run_1/met1.png
Supply wires on this layer in gray.
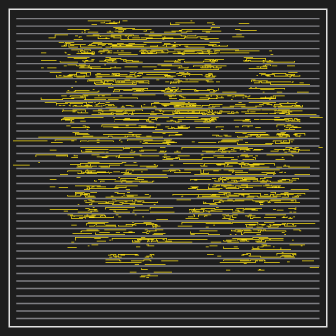
run_1/zoom.png
The bar under the picture is 10 um long. Region (42, 42) to (72, 72) um. Cells in gray, sequential cells in the stronger gray; small squares are vias.
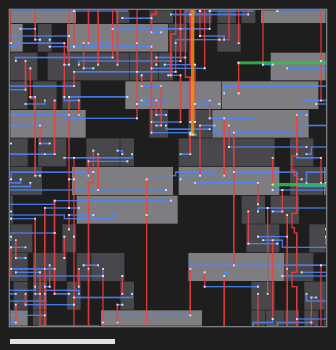
run_1/metal_stack.png
Only two layers are drawn.
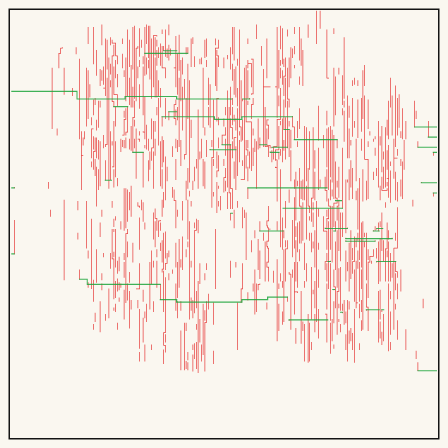
===== src/rtl/key_led_ctrl.sv =====
`default_nettype none
// ============================================================================
// Module : key_led_ctrl
// Brief  : Debounced single key -> short/long press events -> 4-mode LED driver
// Rev    : 1.0  initial release
// ============================================================================

module key_led_ctrl #(
   parameter int DEB_CYC  = 1000000,
   parameter int LONG_CYC = 50000000,
   parameter int STEP_CYC = 12500000
) (
   input  logic       clk,
   input  logic       rst_n,
   input  logic       key_in,
   output logic [3:0] led,
   output logic [1:0] mode,
   output logic       key_stable,
   output logic       short_press,
   output logic       long_press
);

   localparam int c_DEB_W  = $clog2(DEB_CYC);
   localparam int c_HOLD_W = $clog2(LONG_CYC + 1);
   localparam int c_STEP_W = $clog2(STEP_CYC);

   localparam logic [c_DEB_W-1:0]  c_DEB_LAST  = c_DEB_W'(DEB_CYC - 1);
   localparam logic [c_DEB_W-1:0]  c_DEB_ONE   = c_DEB_W'(1);
   localparam logic [c_HOLD_W-1:0] c_HOLD_MAX  = c_HOLD_W'(LONG_CYC);
   localparam logic [c_HOLD_W-1:0] c_HOLD_ONE  = c_HOLD_W'(1);
   localparam logic [c_STEP_W-1:0] c_STEP_LAST = c_STEP_W'(STEP_CYC - 1);
   localparam logic [c_STEP_W-1:0] c_STEP_ONE  = c_STEP_W'(1);

   generate
      if (DEB_CYC < 2 || LONG_CYC < 2 || STEP_CYC < 2) begin : g_param_check
         $error("key_led_ctrl: DEB_CYC, LONG_CYC and STEP_CYC must all be >= 2");
      end
   endgenerate

   typedef enum logic [1:0] {
      MODE_OFF    = 2'd0,
      MODE_STATIC = 2'd1,
      MODE_SHIFT  = 2'd2,
      MODE_BLINK  = 2'd3
   } mode_t;

   logic                r_sync1;
   logic                r_sync2;
   logic [c_DEB_W-1:0]  r_deb_cnt;
   logic                r_key_stable;
   logic                r_key_prev;
   logic [c_HOLD_W-1:0] r_hold_cnt;
   logic                r_long_done;
   logic                r_short;
   logic                r_long;
   mode_t               r_mode;
   logic                r_mode_chg;
   logic [c_STEP_W-1:0] r_step_cnt;
   logic [3:0]          r_led;

   logic                w_rise;
   logic                w_fall;
   logic                w_hold_full;
   logic                w_long_hit;
   mode_t               w_mode_nxt;
   logic                w_mode_upd;
   logic                w_tick;

   always_ff @(posedge clk or negedge rst_n) begin
      if (!rst_n) begin
         r_sync1 <= 1'b0;
         r_sync2 <= 1'b0;
      end else begin
         r_sync1 <= key_in;
         r_sync2 <= r_sync1;
      end
   end

   always_ff @(posedge clk or negedge rst_n) begin
      if (!rst_n) begin
         r_deb_cnt    <= '0;
         r_key_stable <= 1'b0;
      end else if (r_sync2 == r_key_stable) begin
         r_deb_cnt <= '0;
      end else if (r_deb_cnt == c_DEB_LAST) begin
         r_deb_cnt    <= '0;
         r_key_stable <= ~r_key_stable;
      end else begin
         r_deb_cnt <= r_deb_cnt + c_DEB_ONE;
      end
   end

   assign w_rise      = r_key_stable & ~r_key_prev;
   assign w_fall      = ~r_key_stable & r_key_prev;
   assign w_hold_full = (r_hold_cnt == c_HOLD_MAX);
   // Only fire while still held, so a release never coincides with a long event
   assign w_long_hit  = r_key_stable & w_hold_full & ~r_long_done & ~w_rise;

   always_ff @(posedge clk or negedge rst_n) begin
      if (!rst_n) begin
         r_key_prev  <= 1'b0;
         r_hold_cnt  <= '0;
         r_long_done <= 1'b0;
         r_short     <= 1'b0;
         r_long      <= 1'b0;
      end else begin
         r_key_prev <= r_key_stable;
         r_short    <= w_fall & ~r_long_done;
         r_long     <= w_long_hit;
         if (w_rise) begin
            r_hold_cnt  <= '0;
            r_long_done <= 1'b0;
         end else begin
            if (r_key_stable && !w_hold_full) begin
               r_hold_cnt <= r_hold_cnt + c_HOLD_ONE;
            end
            if (w_long_hit) begin
               r_long_done <= 1'b1;
            end
         end
      end
   end

   always_comb begin
      w_mode_nxt = r_mode;
      if (r_long) begin
         w_mode_nxt = MODE_OFF;
      end else if (r_short) begin
         w_mode_nxt = mode_t'(r_mode + 2'd1);
      end
   end

   assign w_mode_upd = (w_mode_nxt != r_mode);

   always_ff @(posedge clk or negedge rst_n) begin
      if (!rst_n) begin
         r_mode     <= MODE_OFF;
         r_mode_chg <= 1'b0;
      end else begin
         r_mode     <= w_mode_nxt;
         r_mode_chg <= w_mode_upd;
      end
   end

   // Timer restarts again with the LED load so the first pattern lasts a full step
   assign w_tick = (r_step_cnt == c_STEP_LAST);

   always_ff @(posedge clk or negedge rst_n) begin
      if (!rst_n) begin
         r_step_cnt <= '0;
      end else if (w_mode_upd || r_mode_chg || w_tick) begin
         r_step_cnt <= '0;
      end else begin
         r_step_cnt <= r_step_cnt + c_STEP_ONE;
      end
   end

   always_ff @(posedge clk or negedge rst_n) begin
      if (!rst_n) begin
         r_led <= 4'b0000;
      end else if (r_mode_chg) begin
         case (r_mode)
            MODE_OFF:    r_led <= 4'b0000;
            MODE_STATIC: r_led <= 4'b1111;
            MODE_SHIFT:  r_led <= 4'b0001;
            default:     r_led <= 4'b1111;
         endcase
      end else if (w_tick) begin
         case (r_mode)
            MODE_SHIFT: r_led <= {r_led[2:0], r_led[3]};
            MODE_BLINK: r_led <= ~r_led;
            default:    r_led <= r_led;
         endcase
      end
   end

   assign led         = r_led;
   assign mode        = r_mode;
   assign key_stable  = r_key_stable;
   assign short_press = r_short;
   assign long_press  = r_long;

endmodule

`default_nettype wire


===== config.mk =====
export PLATFORM = sky130hd
export DESIGN_NAME = key_led_ctrl
export DESIGN_NICKNAME = d
export VERILOG_FILES = /design/src/rtl/key_led_ctrl.sv
export SDC_FILE = /design/constraint.sdc
export NUM_CORES = 1
export LEC_CHECK = 0
export CORE_MARGIN = 2
export CORE_UTILIZATION = 35
export CTS_CLUSTER_DIAMETER = 30
export CTS_CLUSTER_SIZE = 30
export DETAILED_ROUTE_END_ITERATION = 8
export GPL_TIMING_DRIVEN = 0
export MAX_ROUTING_LAYER = met4
export PLACE_DENSITY = 0.6
export SETUP_SLACK_MARGIN = 0.5
export SLEW_MARGIN = 20
export SYNTH_ARGS = -nofsm -noshare
export SYNTH_HDL_FRONTEND = slang
export SYNTH_SLANG_ARGS = --single-unit
export TNS_END_PERCENT = 100

===== constraint.sdc =====
create_clock -name clk -period 2.1 [get_ports clk]
set_input_delay 0.21 -clock clk [delete_from_list [all_inputs] [get_ports clk]]
set_output_delay 0.21 -clock clk [all_outputs]
set_load 0.01 [all_outputs]

==> reports/metrics.json, run 1 <==
{
  "die": {
    "die_height_um": 115,
    "die_area_sq_um": 13100,
    "floorplan.rows": 40,
    "fp_util": 0.358
  },
  "synthesis": {
    "synth.distinct_cells": 50,
    "syn_inst_count": 454,
    "ys_seq_frac": 0.491,
    "edf_count": 0,
    "yosys-top-cells-count": "dfrtp_1, nor2_1, nand2_1, xnor2_1, nand3_1",
    "post_synth.cell_area_avg_sq_um": 9.43,
    "ys.flops": 84,
    "proportion_of_netlist_area_held_by_the_largest_area_contributor": 0.491
  },
  "setup_path": {
    "worstPathRequired_ps": 2330,
    "cpMaxStageDelayCell": "dfrtp_1"
  },
  "timing": {
    "min_period_over_period": 0.876,
    "final_period_demand_of_the_worst_path_ps": 1840
  },
  "outcome": {
    "outcome": "finished clean"
  },
  "place": {
    "globalplace.congestion": 0.826,
    "detailed_placer_s_ending_hpwl_mm": 5.93,
    "placedInstanceArea_sq_um": 4650
  },
  "global_route": {
    "grt_remaining_overflow": 0
  },
  "clock_tree": {
    "number_of_sinks_handled_by_clock_tree_synthesis": 84,
    "clk-insertion-delay-late_ps": 340,
    "clockBufferDepth": 2,
    "ctsRootBufferMaster": "clkbuf_16"
  },
  "layout": {
    "sequential_cell_total": 84,
    "comb.multi_input.count": 340,
    "comb_area_frac": 0.434
  },
  "route": {
    "drtPass1Iterations": 4,
    "route.detailed.vias_per_inst": 5.32
  }
}
Notes on met1.png above:
share of all routed wire: 46%
wire length on this layer: 4740 um
nets with wire on the layer: 491

Notes on zoom.png above:
[met3] green
[met1] blue
[met2] red
[met4] orange
sequential cells in the window: 11
netlist names of flops here include: r_step_cnt (5), r_deb_cnt (3), r_hold_cnt (2)
most frequent: nor2_1 (6), dfrtp_2 (6)
cells with their middle in the window: 52

Notes on metal_stack.png above:
[met3] green | wire length: 335 um
[met2] red | wire length: 5090 um

-- run 1: sequential cells by signal (all words and copies together) (netlist names), 2 cells and up --
register / count
mode: 2
r_deb_cnt: 20
r_hold_cnt: 26
r_step_cnt: 24
led: 4
-- run 1: layout by cell type, fill, tap and decap left out, types with 6 or more instances in the layout --
| cell | count |
|---|---|
| nor3_4 | 6 |
| nand3_1 | 21 |
| nor2_2 | 17 |
| clkbuf_16 | 9 |
| nor3_1 | 8 |
| a21oi_1 | 6 |
| buf_6 | 13 |
| or3_1 | 6 |
| o21ai_0 | 9 |
| clkdlybuf4s50_1 | 10 |
| buf_4 | 37 |
| and3_1 | 7 |
| nor2_1 | 56 |
| xor2_1 | 24 |
| dfrtp_2 | 12 |
| nand4_1 | 20 |
| inv_1 | 13 |
| dfrtp_1 | 72 |
| xnor2_1 | 27 |
| nand2_1 | 36 |
| nor4_4 | 12 |
-- run 1: power by group through the flow --
stage	combinational, mW	clock (mW)	sequential (mW)
3_5_place_dp	0.0617	0	1.66
4_1_cts	0.0659	1.68	1.63
2_1_floorplan	0.0150	0	1.66
3_3_place_gp	0.0556	0	1.66
5_1_grt	0.0788	1.75	1.63
6_report	0.0667	1.65	1.63
-- run 1: per-layer routing --
metal,global-route usage,part of all wire,vias to the layer above
li1,-,-,1731
met1,0.202,0.46,1807
met2,0.269,0.49,65
met3,0.0445,0.032,19
met4,0.0528,0.019,0
met5,-,0,-
-- run 1: repair_timing --
action                                  CTS  global route
hold buffers                              1             0
endpoints found under the hold margin    38             0
endpoints found under the setup margin   76            77
pin swaps                                53            39
buffers inserted                         36            13
gates cloned                              3             0
gates resized                            87            70
-- run 1: worst max path at each step --
stage	from	cells past startpoint	endpoint
3_5_place_dp	r_hold_cnt[0]$_DFFE_PN0P_	7	r_hold_cnt[22]$_DFFE_PN0P_
4_1_cts	r_hold_cnt[1]$_DFFE_PN0P_	7	r_hold_cnt[22]$_DFFE_PN0P_
5_1_grt	r_step_cnt[16]$_DFF_PN0_	7	led[2]$_DFFE_PN0P_
6_report	r_step_cnt[1]$_DFF_PN0_	7	r_step_cnt[15]$_DFF_PN0_
2_1_floorplan	r_hold_cnt[0]$_DFFE_PN0P_	7	r_hold_cnt[22]$_DFFE_PN0P_
3_3_place_gp	rst_n	1	r_hold_cnt[18]$_DFFE_PN0P_
-- run 1: through the flow --
stage	utilization	cells	hold slack [ps]	total power [mW]	setup TNS [ps]
after floorplan	-	454	-85.6	1.68	0
after CTS	0.474	668	302	3.38	0
after global placement	0.387	612	336	1.72	-194190
after global routing	0.505	681	297	3.46	0
final	0.505	681	308	3.35	0
after detailed placement	0.389	613	228	1.72	0
-- run 1: logic make-up after synthesis --
logic type                 synth area share
AOI/OAI and AO/OA                    0.0520
adders and majority gates            0.0204
buffers and inverters                0.0298
and+or+nand+nor                       0.296
DFF                                   0.491
xor gates and xnor gates              0.106
muxes                               0.00497
-- run 1: worst reg2reg max path: cells and delay by family (launching register included) --
| kind | cells | cell delay (ps) |
|---|---|---|
| simple gates | 4 | 720 |
| flops | 1 | 410 |
| buf+inv | 2 | 350 |
| xor+xnor | 1 | 260 |
--- run 2 (diff from run 1) ---
--- a/config.mk
+++ b/config.mk
@@ -11,9 +11,7 @@
 export CTS_CLUSTER_SIZE = 30
 export DETAILED_ROUTE_END_ITERATION = 8
 export GPL_TIMING_DRIVEN = 0
-export MAX_ROUTING_LAYER = met4
 export PLACE_DENSITY = 0.6
-export SETUP_SLACK_MARGIN = 0.5
 export SLEW_MARGIN = 20
 export SYNTH_ARGS = -nofsm -noshare
 export SYNTH_HDL_FRONTEND = slang
run_2/port_nets.png
The bar under the picture is 20 um long.
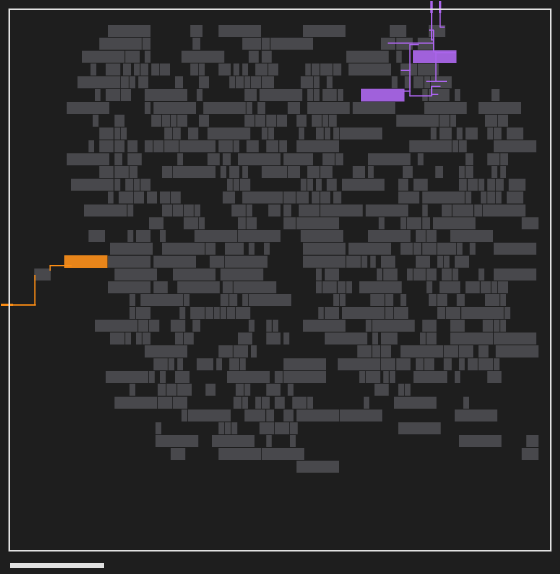
[mode] purple | direction: output | edge: north | end cells: 2 | buffers: 2 | wire: 67.0 um
[key_in] orange | direction: input | edge: west | end cells: 1 | buffers: 1 | wire: 16.6 um

==> reports/metrics.json, run 2 <==
{
  "layout": {
    "registers.top_by_ff_count": {"value": "r_hold_cnt", "change": "unchanged"},
    "largest_reg_flops": {"value": 26, "change": "unchanged"},
    "largest_registers": {"value": "r_hold_cnt (26), r_step_cnt (24), r_deb_cnt (20)", "change": "unchanged"},
    "final_cells": {"value": 638, "change": "was 681"}
  },
  "timing": {
    "final.hold.worst_slack": {"value": 319, "unit": "ps", "change": "was 308 ps"},
    "min_period_over_period": {"value": 0.968, "change": "was 0.876"}
  },
  "power": {
    "power": {"value": 3.11, "unit": "mW", "change": "was 3.35 mW"}
  },
  "synthesis": {
    "ys_seq_frac": {"value": 0.491, "change": "unchanged"},
    "synth.area.mux_share": {"value": 0.00497, "change": "unchanged"},
    "yosys-top-cells-count": {"value": "dfrtp_1, nor2_1, nand2_1, xnor2_1, nand3_1", "change": "unchanged"},
    "yosys.area_share.aoi": {"value": 0.0520, "change": "unchanged"},
    "main_logic_family_after_synthesis": {"value": "simple AND/OR/NAND/NOR gates", "change": "unchanged"},
    "syn_inst_count": {"value": 454, "change": "unchanged"}
  },
  "clock_tree": {
    "ctsRootBufferMaster": {"value": "clkbuf_16", "change": "unchanged"},
    "number_of_sinks_handled_by_clock_tree_synthesis": {"value": 84, "change": "unchanged"}
  },
  "outcome": {
    "outcome": {"value": "finished clean", "change": "unchanged"}
  },
  "global_route": {
    "grt_remaining_overflow": {"value": 0, "change": "unchanged"},
    "grt_use_met3": {"value": 0.0328, "change": "was 0.0445"},
    "grt_most_used_layer": {"value": "met2", "change": "unchanged"}
  },
  "place": {
    "globalplace.congestion": {"value": 0.793, "change": "was 0.826"}
  },
  "die": {
    "die_area": {"value": 13100, "unit": "sq um", "change": "unchanged"},
    "floorplan.rows": {"value": 40, "change": "unchanged"}
  },
  "setup_path": {
    "worstPathRequired": {"value": 2310, "unit": "ps", "change": "was 2330 ps"}
  },
  "route": {
    "drtPass1Iterations": {"value": 4, "change": "unchanged"}
  }
}
run 2: cell count changes in the layout (fill, tap and decap cells not counted), sizes merged:
cell / change
clkinvlp: +1
buf: -46
clkinv: +3
bufinv: -1
run 2: stage by stage:
stage	TNS, ps	utilization
5_1_grt	-23.2	0.415
3_3_place_gp	-194480	0.383
6_report	0	0.415
2_1_floorplan	0	-
4_1_cts	0	0.407
3_5_place_dp	0	0.384
run 2: cell families after synthesis:
logic type	count (synthesis)
adders and majority gates	7
and+or+nand+nor	243
DFF	84
muxes	2
buffers and inverters	30
AOI/OAI and AO/OA	36
xor gates and xnor gates	52
run 2: cell type report:
type                    count  area share
clock inverters             4     0.00529
flip-flops and latches     84       0.423
clock buffers              12      0.0476
plain buffers              15      0.0151
inverters                  15      0.0113
repair buffers             21      0.0398
well taps                 147      0.0371
multi-input cells         340       0.420
run 2: power groups by stage:
stage | sequential (mW) | combinational [mW] | clock, mW
finish | 1.63 | 0.0582 | 1.42
CTS | 1.63 | 0.0621 | 1.47
floorplan | 1.66 | 0.0150 | 0
global route | 1.63 | 0.0698 | 1.54
detailed placement | 1.66 | 0.0606 | 0
global placement | 1.66 | 0.0558 | 0
run 2: per-layer routing:
metal  part of all wire  up-vias
li1                   -     1639
met1               0.48     1613
met2               0.47       37
met3              0.031       11
met4              0.015        0
met5                  0        -
run 2: timing repair:
action,4_1_cts,5_1_grt
buffers inserted,0,8
endpoints found under the setup margin,0,15
gates resized,0,11
endpoints found under the hold margin,41,0
hold buffers,1,0
run 2: how the worst max path moves through the flow:
stage | startpoint | end | slack [ps] | cells past startpoint
2_1_floorplan | r_hold_cnt[0]$_DFFE_PN0P_ | r_hold_cnt[22]$_DFFE_PN0P_ | 280 | 7
4_1_cts | r_step_cnt[0]$_DFF_PN0_ | r_step_cnt[20]$_DFF_PN0_ | 40 | 6
5_1_grt | r_hold_cnt[1]$_DFFE_PN0P_ | r_hold_cnt[22]$_DFFE_PN0P_ | -20 | 7
6_report | r_hold_cnt[1]$_DFFE_PN0P_ | r_hold_cnt[22]$_DFFE_PN0P_ | 70 | 7
3_5_place_dp | r_hold_cnt[16]$_DFFE_PN0P_ | r_hold_cnt[0]$_DFFE_PN0P_ | 60 | 5
3_3_place_gp | rst_n | r_hold_cnt[14]$_DFFE_PN0P_ | -2320 | 1
--- run 3 (diff from run 2) ---
--- a/config.mk
+++ b/config.mk
@@ -11,7 +11,7 @@
 export CTS_CLUSTER_SIZE = 30
 export DETAILED_ROUTE_END_ITERATION = 8
 export GPL_TIMING_DRIVEN = 0
-export PLACE_DENSITY = 0.6
+export SETUP_SLACK_MARGIN = 0.4
 export SLEW_MARGIN = 20
 export SYNTH_ARGS = -nofsm -noshare
 export SYNTH_HDL_FRONTEND = slang
==> constraint.sdc (replaced) <==
create_clock -name clk -period 2.56 [get_ports clk]
set_input_delay 0.256 -clock clk [delete_from_list [all_inputs] [get_ports clk]]
set_output_delay 0.256 -clock clk [all_outputs]
set_load 0.01 [all_outputs]
run_3/zoom.png
The bar under the picture is 10 um long. Region (42, 42) to (72, 72) um. Cells in gray, sequential cells in the stronger gray; small squares are vias.
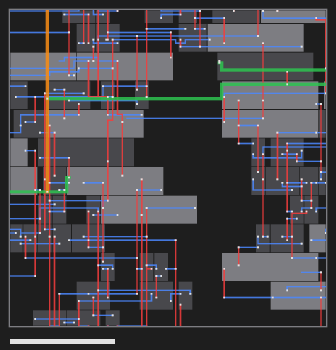
[met4] orange
[met3] green
[met1] blue
[met2] red
sequential cells in the window: 10
most frequent: dfrtp_1 (10), nor2_1 (9)
netlist names of flops here include: r_step_cnt (4), r_deb_cnt (2), r_hold_cnt (2)
cells with their middle in the window: 48

==> reports/metrics.json, run 3 <==
{
  "die": {
    "fp_util": {"value": 0.358, "change": "unchanged"},
    "die_area": {"value": 13100, "unit": "sq um", "change": "unchanged"},
    "die_height": {"value": 115, "unit": "um", "change": "unchanged"}
  },
  "place": {
    "placedInstanceArea": {"value": 4590, "unit": "sq um", "change": "unchanged"},
    "globalplace.congestion": {"value": 0.793, "change": "unchanged"},
    "detailed_placer_s_ending_hpwl": {"value": 5.87, "unit": "mm", "change": "unchanged"}
  },
  "layout": {
    "registers.top_by_ff_count": {"value": "r_hold_cnt", "change": "unchanged"},
    "largest_reg_flops": {"value": 26, "change": "unchanged"}
  },
  "synthesis": {
    "ys_seq_frac": {"value": 0.491, "change": "unchanged"},
    "edf_count": {"value": 0, "change": "unchanged"},
    "syn_inst_count": {"value": 454, "change": "unchanged"},
    "synth.distinct_cells": {"value": 50, "change": "unchanged"}
  },
  "route": {
    "route.detailed.vias_per_inst": {"value": 5.20, "change": "was 5.17"},
    "drtPass1Iterations": {"value": 5, "change": "was 4"}
  },
  "timing": {
    "final_period_demand_of_the_worst_path": {"value": 2040, "unit": "ps", "change": "was 2030 ps"}
  },
  "clock_tree": {
    "post_cts.repair.setup_buffers": {"value": 0, "change": "unchanged"},
    "number_of_sinks_handled_by_clock_tree_synthesis": {"value": 84, "change": "unchanged"},
    "clk-insertion-delay-late": {"value": 340, "unit": "ps", "change": "about the same"},
    "ctsRootBufferMaster": {"value": "clkbuf_16", "change": "unchanged"},
    "clockBufferDepth": {"value": 2, "change": "unchanged"}
  },
  "outcome": {
    "outcome": {"value": "finished clean", "change": "unchanged"}
  },
  "global_route": {
    "grt_remaining_overflow": {"value": 0, "change": "unchanged"}
  },
  "setup_path": {
    "worstPathRequired": {"value": 2770, "unit": "ps", "change": "was 2310 ps"}
  }
}
run 3: logic make-up (layout without fill, tap and decap cells):
| logic type | count (synthesis) | count (layout) | share of synthesized area |
|---|---|---|---|
| multiplexers | 2 | 2 | 0.00497 |
| AND/OR/NAND/NOR | 243 | 243 | 0.296 |
| adder cells (fa/ha/maj) | 7 | 7 | 0.0204 |
| XOR/XNOR | 52 | 52 | 0.106 |
| buffers and inverters | 30 | 59 | 0.0298 |
| AND-OR/OR-AND | 36 | 36 | 0.0520 |
| flip-flops | 84 | 84 | 0.491 |
run 3: repair_timing:
action / in CTS / in global routing
hold buffers: 1 / 0
endpoints found under the hold margin: 41 / 0
setup endpoints to repair: 0 / 6
gates resized: 0 / 1
run 3: metrics by stage:
| stage | utilization | TNS [ps] | cells | total power, mW | hold WS, ps |
|---|---|---|---|---|---|
| floorplan | - | 0 | 454 | 1.37 | -39.6 |
| global placement | 0.383 | -159700 | 612 | 1.41 | 338 |
| detailed placement | 0.384 | 0 | 613 | 1.41 | 296 |
| CTS | 0.407 | 0 | 630 | 2.59 | 349 |
| global route | 0.407 | 0 | 630 | 2.66 | 349 |
| finish | 0.407 | 0 | 630 | 2.55 | 347 |
run 3: worst max path at each step:
| stage | startpoint | to | slack, ps |
|---|---|---|---|
| 2_1_floorplan | r_hold_cnt[0]$_DFFE_PN0P_ | r_hold_cnt[22]$_DFFE_PN0P_ | 740 |
| 3_3_place_gp | rst_n | r_hold_cnt[14]$_DFFE_PN0P_ | -1910 |
| 6_report | r_hold_cnt[0]$_DFFE_PN0P_ | r_hold_cnt[22]$_DFFE_PN0P_ | 520 |
| 4_1_cts | r_step_cnt[0]$_DFF_PN0_ | r_step_cnt[20]$_DFF_PN0_ | 500 |
| 3_5_place_dp | r_hold_cnt[16]$_DFFE_PN0P_ | r_hold_cnt[0]$_DFFE_PN0P_ | 520 |
| 5_1_grt | r_hold_cnt[16]$_DFFE_PN0P_ | r_hold_cnt[0]$_DFFE_PN0P_ | 380 |
run 3: routing by layer:
layer,up-vias,wire [um],track usage
met2,35,3960,0.232
met5,-,0,0
met4,0,128,0.0463
met1,1611,4120,0.187
met3,11,240,0.0328
li1,1621,-,-
run 3: layout make-up:
cell class / count / area (sq um) / area share
inverters: 15 / 56.3 / 0.0116
clock inverters: 4 / 26.3 / 0.00539
multi-input cells: 340 / 2060 / 0.423
repair buffers: 13 / 138 / 0.0282
plain buffers: 15 / 71.3 / 0.0146
flip-flops and latches: 84 / 2100 / 0.431
clock buffers: 12 / 236 / 0.0485
well taps: 147 / 184 / 0.0377
run 3: worst register-to-register path, cell delays in order, from the launching register on:
cell and delay [ps]:
dfrtp_1 400, ha_1 210, nand3_2 130, or2_1 270, buf_6 140, nor4_4 270
a31oi_1 130, or3b_1 360
run 3: power breakdown:
part / switching [mW] / leakage [nW] / internal (mW)
Combinational: 0.0350 / 0.744 / 0.0121
Sequential: 0.00529 / 1.15 / 1.33
Clock: 0.511 / 0.127 / 0.656
Total: 0.552 / 2.02 / 2.00

==> gallery <==
The clock network.
(a)
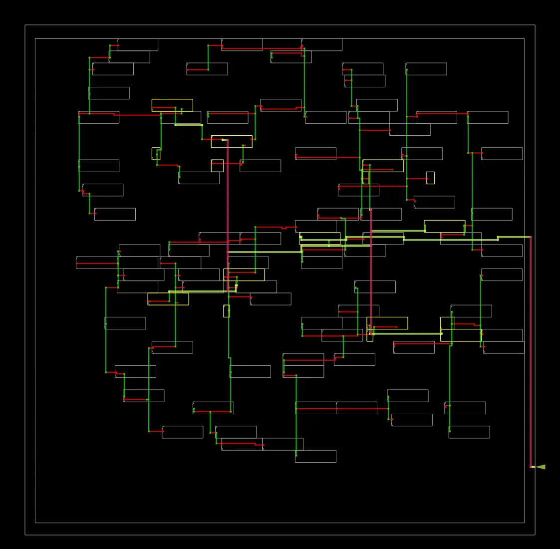
(b)
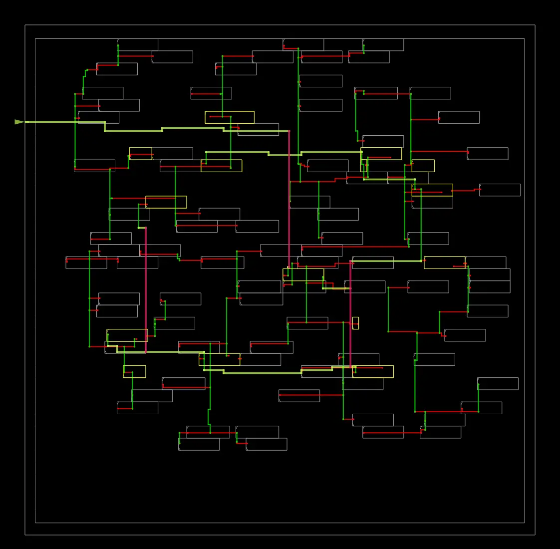
run 1: (b)
run 2: (a)

Power is estimated from default activity; no workload was simulated.
